## config.mk

```make
export PLATFORM = sky130hd
export DESIGN_NAME = apb_slave_responder
export DESIGN_NICKNAME = d
export VERILOG_FILES = /design/src/rtl/apb_slave_pkg.sv /design/src/rtl/apb_slave_mem.sv /design/src/rtl/apb_slave_responder.sv
export SDC_FILE = /design/constraint.sdc
export NUM_CORES = 1
export LEC_CHECK = 0
export ABC_AREA = 1
export CORE_UTILIZATION = 35
export CTS_CLUSTER_SIZE = 30
export DETAILED_ROUTE_END_ITERATION = 16
export GPL_ROUTABILITY_DRIVEN = 0
export RECOVER_POWER = 100
export SYNTH_ARGS = -nofsm -noshare
export SYNTH_HDL_FRONTEND = slang
export SYNTH_SLANG_ARGS = --single-unit
```

## constraint.sdc

```tcl
create_clock -name pclk -period 2.2 [get_ports pclk]
set_input_delay 0.44 -clock pclk [delete_from_list [all_inputs] [get_ports pclk]]
set_output_delay 0.44 -clock pclk [all_outputs]
set_load 0.02 [all_outputs]
```

## src/rtl/apb_slave_pkg.sv

```systemverilog
// Shared types and default constants for the APB slave responder.
package apb_slave_pkg;

  localparam int DEF_ADDR_WIDTH = 8;
  localparam int DEF_DATA_WIDTH = 32;
  localparam int DEF_DEPTH      = 16;
  localparam int WAIT_W         = 4;

  typedef enum logic {
    IDLE   = 1'b0,
    ACCESS = 1'b1
  } state_t;

endpackage

```

## src/rtl/apb_slave_mem.sv

```systemverilog
// Word storage for the APB slave: synchronous byte-enabled write, asynchronous read,
// whole array cleared by the asynchronous reset.
module apb_slave_mem #(
  parameter int DATA_WIDTH = 32,
  parameter int DEPTH      = 16,
  localparam int IDX_W     = $clog2(DEPTH),
  localparam int BE_W      = DATA_WIDTH / 8
) (
  input  logic                  clk,
  input  logic                  rst_n,
  input  logic                  we,
  input  logic [IDX_W-1:0]      waddr,
  input  logic [DATA_WIDTH-1:0] wdata,
  input  logic [BE_W-1:0]       be,
  input  logic [IDX_W-1:0]      raddr,
  output logic [DATA_WIDTH-1:0] rdata
);

  logic [DATA_WIDTH-1:0] mem [DEPTH];

  // NOTE: the array is reset on purpose (cleared storage is part of the contract),
  // which rules out block-RAM mapping; it becomes a bank of resettable flops.
  always_ff @(posedge clk or negedge rst_n) begin
    if (!rst_n) begin
      for (int i = 0; i < DEPTH; i++) mem[i] <= '0;
    end else if (we) begin
      for (int b = 0; b < BE_W; b++) begin
        if (be[b]) mem[waddr][b*8 +: 8] <= wdata[b*8 +: 8];
      end
    end
  end

  assign rdata = mem[raddr];

endmodule

```

## src/rtl/apb_slave_responder.sv

```systemverilog
// APB slave with programmable wait states and range/alignment error response.
// Define APB_SLAVE_PSTRB_EN to honour pstrb byte strobes; otherwise writes are full-word.
module apb_slave_responder
  import apb_slave_pkg::*;
#(
  parameter int ADDR_WIDTH = DEF_ADDR_WIDTH,
  parameter int DATA_WIDTH = DEF_DATA_WIDTH,
  parameter int DEPTH      = DEF_DEPTH
) (
  input  logic                    pclk,
  input  logic                    preset_n,
  input  logic                    psel,
  input  logic                    penable,
  input  logic                    pwrite,
  input  logic [ADDR_WIDTH-1:0]   paddr,
  input  logic [DATA_WIDTH-1:0]   pwdata,
  input  logic [DATA_WIDTH/8-1:0] pstrb,
  input  logic [WAIT_W-1:0]       wait_cycles,
  output logic                    pready,
  output logic                    pslverr,
  output logic [DATA_WIDTH-1:0]   prdata
);

  localparam int BE_W  = DATA_WIDTH / 8;
  localparam int OFFS  = $clog2(BE_W);
  localparam int IDX_W = $clog2(DEPTH);

  state_t                state_q, state_d;
  logic [ADDR_WIDTH-1:0] addr_q, addr_d;
  logic                  write_q, write_d;
  logic [DATA_WIDTH-1:0] wdata_q, wdata_d;
  logic [BE_W-1:0]       strb_q, strb_d;
  logic                  err_q, err_d;
  logic [WAIT_W-1:0]     cnt_q, cnt_d;
  logic                  pready_d, pslverr_d;
  logic [DATA_WIDTH-1:0] prdata_d;

  logic                  mem_we;
  logic [IDX_W-1:0]      mem_raddr;
  logic [DATA_WIDTH-1:0] mem_rdata;
  logic [BE_W-1:0]       mem_be;
  logic                  setup_err;

  function automatic logic addr_err(input logic [ADDR_WIDTH-1:0] a);
    return ((a >> OFFS) >= ADDR_WIDTH'(DEPTH)) || ((a & ADDR_WIDTH'(BE_W - 1)) != '0);
  endfunction

  function automatic logic [IDX_W-1:0] word_idx(input logic [ADDR_WIDTH-1:0] a);
    return IDX_W'(a >> OFFS);
  endfunction

  assign setup_err = addr_err(paddr);
  // A zero-wait read samples storage during setup, before the address is latched.
  assign mem_raddr = (state_q == IDLE) ? word_idx(paddr) : word_idx(addr_q);

`ifdef APB_SLAVE_PSTRB_EN
  assign mem_be = strb_q;
`else
  logic unused_strb;
  assign unused_strb = ^strb_q;
  assign mem_be      = '1;
`endif

  // NOTE: every signal assigned below gets a default first, so no path leaves one
  // unassigned and no latch is inferred.
  always_comb begin
    state_d   = state_q;
    addr_d    = addr_q;
    write_d   = write_q;
    wdata_d   = wdata_q;
    strb_d    = strb_q;
    err_d     = err_q;
    cnt_d     = cnt_q;
    pready_d  = pready;
    pslverr_d = pslverr;
    prdata_d  = prdata;
    mem_we    = 1'b0;

    unique case (state_q)
      IDLE: begin
        if (psel && !penable) begin
          state_d   = ACCESS;
          addr_d    = paddr;
          write_d   = pwrite;
          wdata_d   = pwdata;
          strb_d    = pstrb;
          err_d     = setup_err;
          cnt_d     = wait_cycles;
          pready_d  = (wait_cycles == '0);
          pslverr_d = setup_err && (wait_cycles == '0);
          if ((wait_cycles == '0) && !pwrite) prdata_d = setup_err ? '0 : mem_rdata;
        end
      end
      ACCESS: begin
        if (!psel) begin
          state_d   = IDLE;
          pready_d  = 1'b0;
          pslverr_d = 1'b0;
        end else if (!pready) begin
          cnt_d = cnt_q - WAIT_W'(1);
          if (cnt_q == WAIT_W'(1)) begin
            pready_d  = 1'b1;
            pslverr_d = err_q;
            if (!write_q) prdata_d = err_q ? '0 : mem_rdata;
          end
        end else if (penable) begin
          mem_we    = write_q && !err_q;
          state_d   = IDLE;
          pready_d  = 1'b0;
          pslverr_d = 1'b0;
        end
      end
      default: state_d = IDLE;
    endcase
  end

  // NOTE: sequential state uses non-blocking assignments so every register samples
  // the pre-edge value of every other register.
  always_ff @(posedge pclk or negedge preset_n) begin
    if (!preset_n) begin
      state_q <= IDLE;
      addr_q  <= '0;
      write_q <= 1'b0;
      wdata_q <= '0;
      strb_q  <= '0;
      err_q   <= 1'b0;
      cnt_q   <= '0;
      pready  <= 1'b0;
      pslverr <= 1'b0;
      prdata  <= '0;
    end else begin
      state_q <= state_d;
      addr_q  <= addr_d;
      write_q <= write_d;
      wdata_q <= wdata_d;
      strb_q  <= strb_d;
      err_q   <= err_d;
      cnt_q   <= cnt_d;
      pready  <= pready_d;
      pslverr <= pslverr_d;
      prdata  <= prdata_d;
    end
  end

  apb_slave_mem #(
    .DATA_WIDTH(DATA_WIDTH),
    .DEPTH     (DEPTH)
  ) u_mem (
    .clk  (pclk),
    .rst_n(preset_n),
    .we   (mem_we),
    .waddr(word_idx(addr_q)),
    .wdata(wdata_q),
    .be   (mem_be),
    .raddr(mem_raddr),
    .rdata(mem_rdata)
  );

endmodule
```

Figure 1. Gate-type map (run 1).
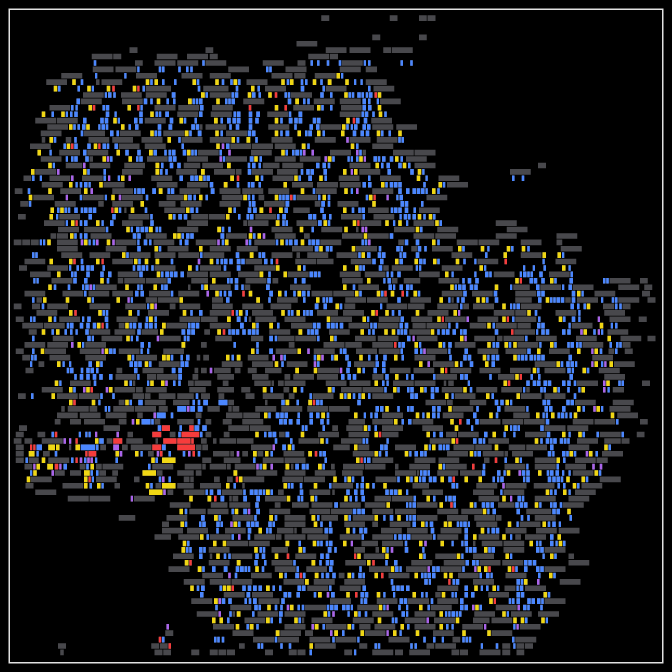
legend:
  purple:
    family: inv cells
    cells: 119
    most_used: inv_1
    where: widely spread
  red:
    family: nor cells
    cells: 87
    most_used: nor2_1
    where: widely spread
  blue:
    family: nand cells
    cells: 1590
    most_used: nand2_1
    where: widely spread
  yellow:
    family: aoi and oai cells
    cells: 568
    most_used: o21ai_0
    where: widely spread
commonest non-fill, non-tap cell in the layout: nand2_1
non-filler instance count after layout: 4314

Figure 2. Sequential cells grouped by signal name (run 1).
Scale bar: 100 um.
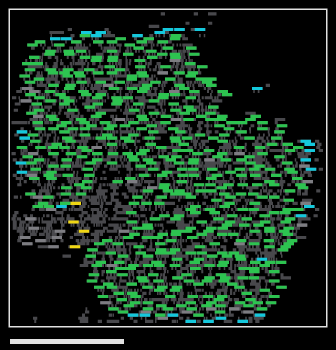
legend:
  green:
    name_in_the_netlist: `u_mem.mem`
    placed_flops: 512
    where: widely spread
  cyan:
    name_in_the_netlist: `prdata`
    placed_flops: 32
    where: widely spread
  yellow:
    name_in_the_netlist: `addr_q`
    placed_flops: 4

==> run notes, run 1 <==
Summary of implementation figures.

Global routing
The met1 routing resource usage after global routing is 0.3059. The number of antenna violations at the first check in global routing is 0. The most congested layer reported by global routing is met2. The global-route track usage on met3 is 0.03417. The number of global-route vias before repair is 21440. Entering global routing, the biggest net connects 102 pins. The wire length of the first global-routing pass is 128600 um. For this run, global-route usage on met2 was measured as 0.3392. For this run, the total global-route usage over all layers was measured as 0.2147. The aggregate global routing overflow is 0.

Clock tree
The hold buffer count at cts is 1. The tree is rooted in a clkbuf_16. TritonCTS built the clock tree. The post-CTS setup repair buffer count is 0. The total number of clock tree sinks is 589.

The CTS H-tree depth is 3. Looking at the worst setup and hold paths, the clock pins of their registers show a slew of 0.06 ns. As reported, the later end of the worst-skew pair has a clock insertion delay of 0.62 ns. Buffers inserted during clock tree synthesis total 68.

The post-cts resize count is 0. The maximum buffer depth of the clock tree is 3.

Run
The max-capacitance violation count is 0. The logs give a warning total of 33.

Setup path
The worst register-to-register path depth is 9. According to the timing report, the data required time at the worst endpoint equals 1.76 ns. In this design, the stage delay of the slowest critical-path cell is 0.69 ns. The kind of start point of the critical path is a register. The worst reg-to-reg setup slack is 0.15 ns. The critical path goes through dlygate4sd3_1. Per STA, the startpoint of the critical path is prdata[6].

STA classifies the critical path endpoint as an output port. The critical path depth in cells is 1. The start of the worst register-to-register path is state_q. The highest-delay cell along the critical path is dlygate4sd3_1. Counting both buffers and inverters, the worst setup path holds a total of 1. The kind of cell with the highest combined delay on the critical path is buffers and inverters. According to the timing report, the arrival time at the worst endpoint equals 1.69 ns.

The path type of the worst setup path is reg -> out. Looking at the critical path, the highest net fanout was 2. The end of the worst register-to-register path is u_mem.mem[79]. The end of the critical path is prdata[6].

Power
The script computed the net switching share of total power as 0.2818. The power per cell area is 851.3 nW/um^2. In this run, power in flip-flops and latches comes to 0.0114 W. The switching power of the nets is 0.007661 W. The clock network power is 0.0115 W. The power report attributes to the combinational group a share of 0.158. The internal power of the cells is 0.01953 W.

The static leakage is 14.47 nW. The proportion of power drawn by the clock network is 0.424. In this run the VDD rail shows a maximum IR drop of 0.0005170 V. The largest power group is clock. The share of total power in sequential cells is 0.418.

In this run, power in combinational logic comes to 0.00431 W. The design draws 0.02719 W.

Final timing
The smallest hold slack is 0.3886 ns. The portion of the clock cycle consumed by the worst path in the final layout is 0.9682. Static timing analysis puts the maximum clock frequency at 469.5 MHz. The final hold violation count is 0.

The transition time at the pin with the least slew margin is 0.9170 ns. Setup repair after global routing left no endpoint under its margin. The worst-case headroom to the max-slew limit is 0.3886. Summed over all failing endpoints, the final setup total negative slack is 0 ns.

The worst clock skew on the final layout is 0.02604 ns. The final tally of max-slew violations is 0. Subtracting the final worst setup slack from the clock period gives 2.130 ns. Endpoints with negative setup slack in the final report add up to 0.

Setup slack on the critical path of the routed design comes to 0.07003 ns.

Synthesis
The most common cell in the synthesized netlist is nand2_1. The proportion of netlist area held by the largest area contributor is 0.5577. The cell area that synthesis handed to floorplanning was 26430 sq um. The floorplan net count is 3279.

In this run, synthesis produced a sequential element count of 589. Per Yosys stat, the portion of area used by sequential elements is 0.5577. The share of async-settable or async-resettable flops after synthesis is 1.000. By area the synthesized netlist is led by dfrtp_1 (56%), nand2_1 (13%), nand3_1 (12%). The warning count from the yosys run is 0. Synthesis produced a netlist whose cell count is 3224. The cell accounting for the most synthesized area is dfrtp_1. The unique cell type count in the Yosys netlist is 30. After synthesis, the chip area reported by Yosys is 26430 sq um. The commonest cells after synthesis are nand2_1 (935), nand3_1 (643), dfrtp_1 (589). A synthesized cell averages 8.198 sq um. In the Yosys report the total cell count is 3224. For this run, the leading register cell type out of synthesis is dfrtp_1.

Yosys mapped a number of flops with a built-in enable equal to 0.

Place
The HPWL after detailed placement is 49200 um. The post-placement cell count is 4191. Prior to clock tree synthesis, the placed netlist has a worst setup slack of -0.2014 ns. The number of port buffers is 82.

Route
Before antenna repair, the detailed router went through 5 iterations. In the final routed layout, each cell accounts on average for 19.02 um. The DRC violations left is 0. The total wirelength of the detailed-routed design is 82030 um.

The met3 layer wire length in the routed design is 5114 um. The uppermost metal layer occupied by signal nets is met4. The total met2 wirelength after detailed routing is 37810 um. Dividing the detail-routed via count by the number of cells gives 5.236. The detailed router put a total of 37400 um of wire on met1. The violation tally recorded at the end of detailed-routing iteration 0 is 2206. Per the post-route antenna check, the number of violating nets is 0. The overall via count from detail_route is 22590.

Floorplan
In this run the count of I/O pins placed on the die edge is 87. The die outline area is 76620 sq um. The flow inserted 969 tap cells. For this configuration, the core starts out at a cell density of 0.3544. The floorplan step set the die width to 276.8 um. The floorplan step set the die height to 276.8 um.

Cells and area
The number of logic inverters in the finished layout is 119. The fraction of cell area in sequential cells is reported as 0.4615. The total inserted antenna cells is 0. The layout has 102 clock buffers. The number of non-clock buffers is 266. The fraction of area in clock buffers and inverters is 0.07201. The count of multi-input gates is 2249. The share of post-route cells with drive strength above 1 is 0.09357. The area of combinational cells with multiple inputs is 10210 sq um.

The count of sequential standard cells is 589. The area used by sequential logic in the layout is 14740 sq um. The layout report lists the non-clock buffer share of cell area as 0.09488.

In the final layout, the fill cell count is 7484. The final layout net count is 3348. The combinational share of cell area is 0.3196.

The area growth from synthesis to layout is 20.84%. The class occupying the most area after layout is reported as flip-flops and latches. In the layout the commonest cells are nand2_1 (934), nand3_1 (643), dfrtp_1 (589).

Status
The run finished with clean final reports.

Worst hold path
The startpoint of the tightest hold check path is pwdata[25]. The endpoint with the worst hold slack is wdata_q[25]. Checking hold timing, the worst path is listed with class in -> reg. The hold-critical path depth is 3.
Figure 3. Placed cells, one color a class (run 1).
Scale bar: 100 um.
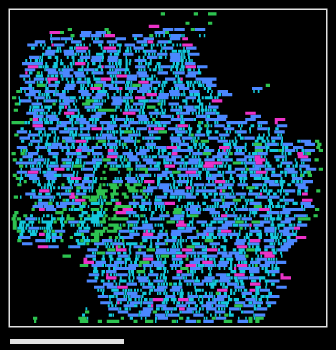
legend:
  magenta:
    class: clock drivers and dummy loads
    cells: 122
  blue:
    class: sequential cells
    cells: 589
  cyan:
    class: combinational and other logic
    cells: 2368
  green:
    class: remaining buffers and delay cells
    cells: 266
CORE AREA: 74570 sq um
post-layout util: 0.4283
number of core rows: 100

Figure 4. Clock wires, drivers and flops (run 1).
Scale bar: 100 um.
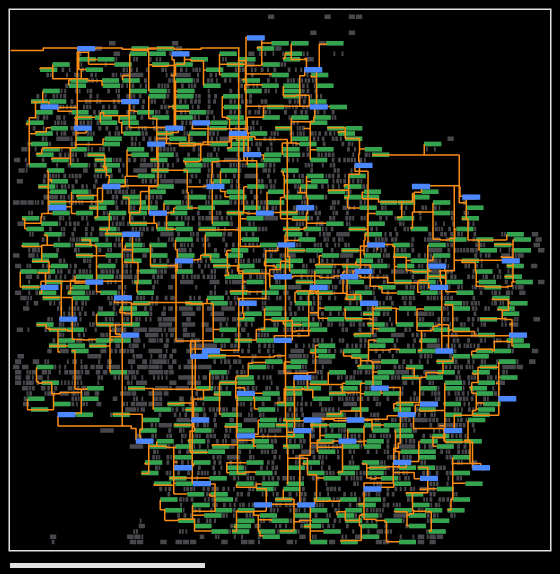
legend:
  green:
    item: flip-flops
    count: 589
  orange:
    item: clock wires
    length: 7900 um
  blue:
    item: clock drivers
    count: 68
routed clock nets: 69
flops lie: widely spread

==> run 1: registers in the layout, indices dropped and copies added (netlist names) <==
register   count
cnt_q          4
state_q        1
wdata_q       32
u_mem.mem    512
addr_q         4
write_q        1
err_q          1
prdata        32
pslverr        1
pready         1
==> run 1: logic make-up after synthesis <==
logic type,Yosys count,share of synthesized area
AND-OR/OR-AND,570,0.1087
adder cells (fa/ha/maj),2,0.0009466
buffers and inverters,386,0.05917
flip-flops,589,0.5577
AND/OR/NAND/NOR,1677,0.2735
==> run 1: per-stage QoR <==
stage / util / cell area, sq um
final: 0.4283 / 31940
after global routing: 0.4283 / 31940
after CTS: 0.4333 / 32310
after detailed placement: 0.4023 / 30000
after global placement: 0.4023 / 30000
after floorplan: - / 26430
Figure 5. Routing congestion (run 1).
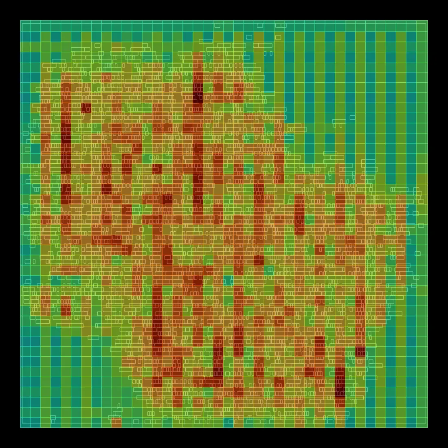

## Run 2: what changed since run 1
--- a/config.mk
+++ b/config.mk
@@ -6,10 +6,11 @@
 export NUM_CORES = 1
 export LEC_CHECK = 0
 export ABC_AREA = 1
-export CORE_UTILIZATION = 35
+export CORE_UTILIZATION = 61
 export CTS_CLUSTER_SIZE = 30
 export DETAILED_ROUTE_END_ITERATION = 16
 export GPL_ROUTABILITY_DRIVEN = 0
+export PLACE_DENSITY = 0.79
 export RECOVER_POWER = 100
 export SYNTH_ARGS = -nofsm -noshare
 export SYNTH_HDL_FRONTEND = slang
Figure 6. Routing congestion (run 2).
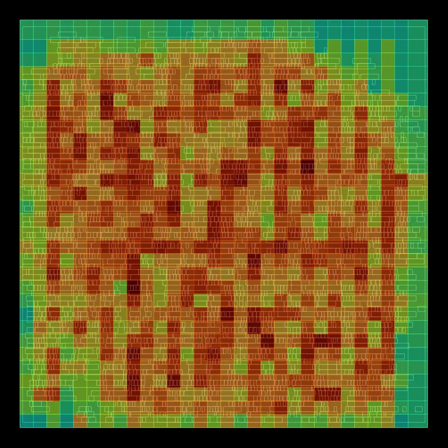
met1 usage in global routing: 0.4940
met2 GRT Util: 0.5856
GRT Resource Usage Total: 0.3638
detailed-route wire length per cell: 20.24 um
post-layout util: 0.7203

==> run 2 against run 1 <==
  * Clock-buffer cell count decreased by 22
  * Register-to-register slack got worse by 0.12 ns
  * Power decreased by 5.6%
  * Combinational power decreased by 5.3%
  * Sequential power about the same
  * Clock skew increased by 0.0032 ns
  * Critical path type is now reg -> reg
  * Highest routed layer unchanged
==> run notes, run 2 <==
Summary of implementation figures.

Status
The run finished with clean final reports.

Synthesis
For reference, the top cells by area after synthesis are dfrtp_1 (56%), nand2_1 (13%), nand3_1 (12%). The cell count after synthesis was 3224 (unchanged). The synthesized area divided by synthesized cell count is 8.198 sq um (unchanged). The most repeated cell in the gate-level netlist after synthesis is nand2_1. The proportion of netlist area held by the largest area contributor is 0.5577 (unchanged). The count of flip-flops with a built-in enable after synthesis came to 0 (unchanged). The warning count from the yosys run was 0 (unchanged). The unique cell type count in the Yosys netlist is 30 (unchanged). The most frequently used flop master after synthesis is dfrtp_1.

The floorplan net count was 3279 (unchanged). The sequential area share after synthesis is 0.5577 (unchanged). The synthesis run shows the most used standard cells to be nand2_1 (935), nand3_1 (643), dfrtp_1 (589). The largest total area in the synthesized netlist belongs to dfrtp_1.

The post-synth area from yosys stat was 26430 sq um (unchanged). The post-synthesis instance area came to 26430 sq um (unchanged). The number of storage elements in the synthesis netlist is 589 (unchanged). The share of async-settable or async-resettable flops after synthesis is 1.000 (unchanged).

The yosys stat cell total came to 3224 (unchanged).

Final timing
The worst clock skew on the final layout was 0.02922 ns (+0.003180 ns). The setup slack after layout is 0.02560 ns (-0.04443 ns). The aggregate negative setup slack came to 0 ns (unchanged).

Setup repair after global routing could not meet its margin everywhere. The shortest period the worst path allows came to 2.174 ns (+0.04443 ns). The final hold violation count is 0 (unchanged). The worst-case headroom to the max-slew limit is 0.3609 (-0.02773).

The final tally of max-slew violations was 0 (unchanged). The final count of negative-setup-slack endpoints was 0 (unchanged). The smallest hold slack is 0.3843 ns (-0.004249 ns). The transition time at the pin with the least slew margin is 0.9586 ns (+0.04159 ns). The portion of the clock cycle consumed by the worst path in the final layout was 0.9884 (+0.02020). The fmax is 459.9 MHz (-2.0%).

Global routing
The maximum number of pins on one net before global-route repair is 85 (-17%). The global-route track usage on met3 is 0.06481 (+0.03064). The most congested layer reported by global routing is met2. The number of global-route vias before repair was 23690 (+10%). The wire length of the first global-routing pass came to 125700 um (-2.3%). The number of antenna violations at the first check in global routing is 0 (unchanged).

The aggregate global routing overflow was 0 (unchanged).

Setup path
The arrival time of the worst setup path came to 2.73 ns (+1.04 ns). The worst reg-to-reg setup slack is 0.03 ns (-0.12 ns). The critical path data required time is 2.75 ns (+0.99 ns). The kind of cell with the highest combined delay on the critical path is simple AND/OR/NAND/NOR gates. The signal on the critical path passes through clkinv_1, nand2_4, buf_4, buf_4, nand3_1, nand3_1, nand3_1, nand3_1, nand3_1, nand2_1. The critical path depth in cells is 10 (+9). The total buffers and inverters traversed by the critical path came to 3 (+2). The kind of start point of the critical path is a register.

The path type of the worst setup path is reg -> reg. The biggest fanout along the worst timing path is 12 (+10). The length in cells of the worst reg-to-reg path came to 10 (+1). The worst setup path startpoint is state_q. The start of the worst register-to-register path is state_q. The delay of the slowest cell on the worst path is 0.39 ns (-0.30 ns). The highest-delay cell along the critical path is dfrtp_1. The end of the worst register-to-register path is prdata[1].

The kind of end point of the critical path is a register.

Cells and area
The share of post-route cells with drive strength above 1 came to 0.07886 (-0.01471). The number of fill cells is 3137 (-58%). The top cell types in the final layout, fill and taps aside, are nand2_1 (935), nand3_1 (643), dfrtp_1 (589). Counting only logic cells after layout, the most numerous master is nand2_1. u_mem.mem holds more flip-flops than any other register. The largest registers in the layout are u_mem.mem: 512 flops, prdata: 32 flops, wdata_q: 32 flops.

The total non-filler cell area in the finished layout came to 30480 sq um (-4.6%). In this run the layout overhead on the synthesized area is reported as 15.34%. The number of flip-flops in the largest register was 512 (unchanged). The final layout net count is 3308 (-1.2%). The tally of non-filler cells in the final layout is 3875 (-10%).

Route
The final antenna-violating net count was 0 (unchanged). The total wirelength of the detailed-routed design is 78420 um (-4.4%). The number of search-and-repair iterations in the first detailed-routing pass is 8 (+3). The via density per instance came to 6.175 (+18%). The total met2 wirelength after detailed routing is 36780 um (-2.7%). The number of violations reported at the end of detailed-routing iteration 0 is 3214 (+46%). The overall via count from detail_route came to 23930 (+5.9%). The DRC violations left came to 0 (unchanged). The routed length on met1 is 30390 um (-19%). The uppermost metal layer occupied by signal nets is met4. The met3 layer wire length in the routed design is 8622 um (+69%).

Clock tree
The CTS H-tree depth is 2 (-1). The maximum buffer depth of the clock tree is 3 (unchanged). The total number of clock tree sinks was 589 (unchanged).

The clock insertion delay at the later pin of the skew report was 0.63 ns (about the same). The root buffer cell is clkbuf_16. The post-CTS setup repair buffer count is 0 (unchanged). The clock buffer count from CTS is 58 (-15%). TritonCTS built the clock tree. The hold buffer count at cts was 1 (unchanged).

The post-cts resize count came to 0 (unchanged). The clock transition at the register clock pins on the worst setup and hold paths after CTS is 0.06 ns (about the same).

Floorplan
The die extent in y is 210.2 um (-24%). The fraction of the core area occupied by cells at floorplan is 0.6245 (+0.2701). The die outline area is 44170 sq um (-42%). The number of top-level pins is 87 (unchanged). The floorplan core area was 42320 sq um (-43%). The total number of placement rows was 75 (-25%). The horizontal die dimension came to 210.2 um (-24%).

Power
The power consumption is 0.02566 W (-5.6%). The largest power group is registers. The switching power of the nets was 0.007261 W (-5.2%).

The relative contribution of combinational cells to total power came to 0.159 (about the same). The total sequential power is 0.0114 W (about the same). The share of total power in sequential cells is 0.443 (+0.025). The peak ir drop on the vdd network is 0.0006393 V (+24%). The internal power of the cells is 0.01839 W (-5.8%). The clock network power is 0.0102 W (-10%). The proportion of power drawn by the clock network is 0.398 (-0.026). The static leakage came to 14.02 nW (-3.1%).

The power attributed to combinational cells came to 0.00408 W (-5.3%). The fraction of power spent switching nets was 0.2830 (+0.001241). The power per cell area is 841.6 nW/um^2 (-1.1%).

Place
The number of port buffers is 82 (unchanged). The post-placement cell count came to 3769 (-10%). The placed wire-length estimate after detailed placement came to 46120 um (-6.3%). The setup slack at placement is -0.2423 ns (-0.04089 ns). The post-detailed-placement cell area is 29060 sq um (-3.1%).

Worst hold path
Checking hold timing, the worst path is listed with class in -> reg. The endpoint with the worst hold slack is wdata_q[6]. The startpoint identified for the worst hold timing path is pwdata[6]. The hold-critical path depth was 3 (unchanged).

Run
The number of warnings in the stage logs is 32 (-3.0%).
-- run 2: cell counts after synthesis --
No cell type changed its count.
-- run 2: cell families (layout without fill, tap and decap cells) --
kind of cell | count (synthesis) | after routing | synth area share
flip-flops | 589 | 589 | 0.5577
other | 0 | 1 | 0
buffers and inverters | 386 | 459 | 0.05917
AND/OR/NAND/NOR | 1677 | 1677 | 0.2735
adder cells (fa/ha/maj) | 2 | 2 | 0.0009466
AND-OR/OR-AND | 570 | 570 | 0.1087
-- run 2: layout make-up --
class,instances,area (sq um),share of cell area
antenna,1,2.502,0.00008209
clock buffer,80,1654,0.05426
clock inverter,24,302.8,0.009933
inverter,119,446.7,0.01465
multi-input combinational,2249,10190,0.3343
sequential,589,14740,0.4835
tap,577,721.9,0.02368
timing repair buffer,236,2426,0.07958
Power and IR drop assume default switching activity.
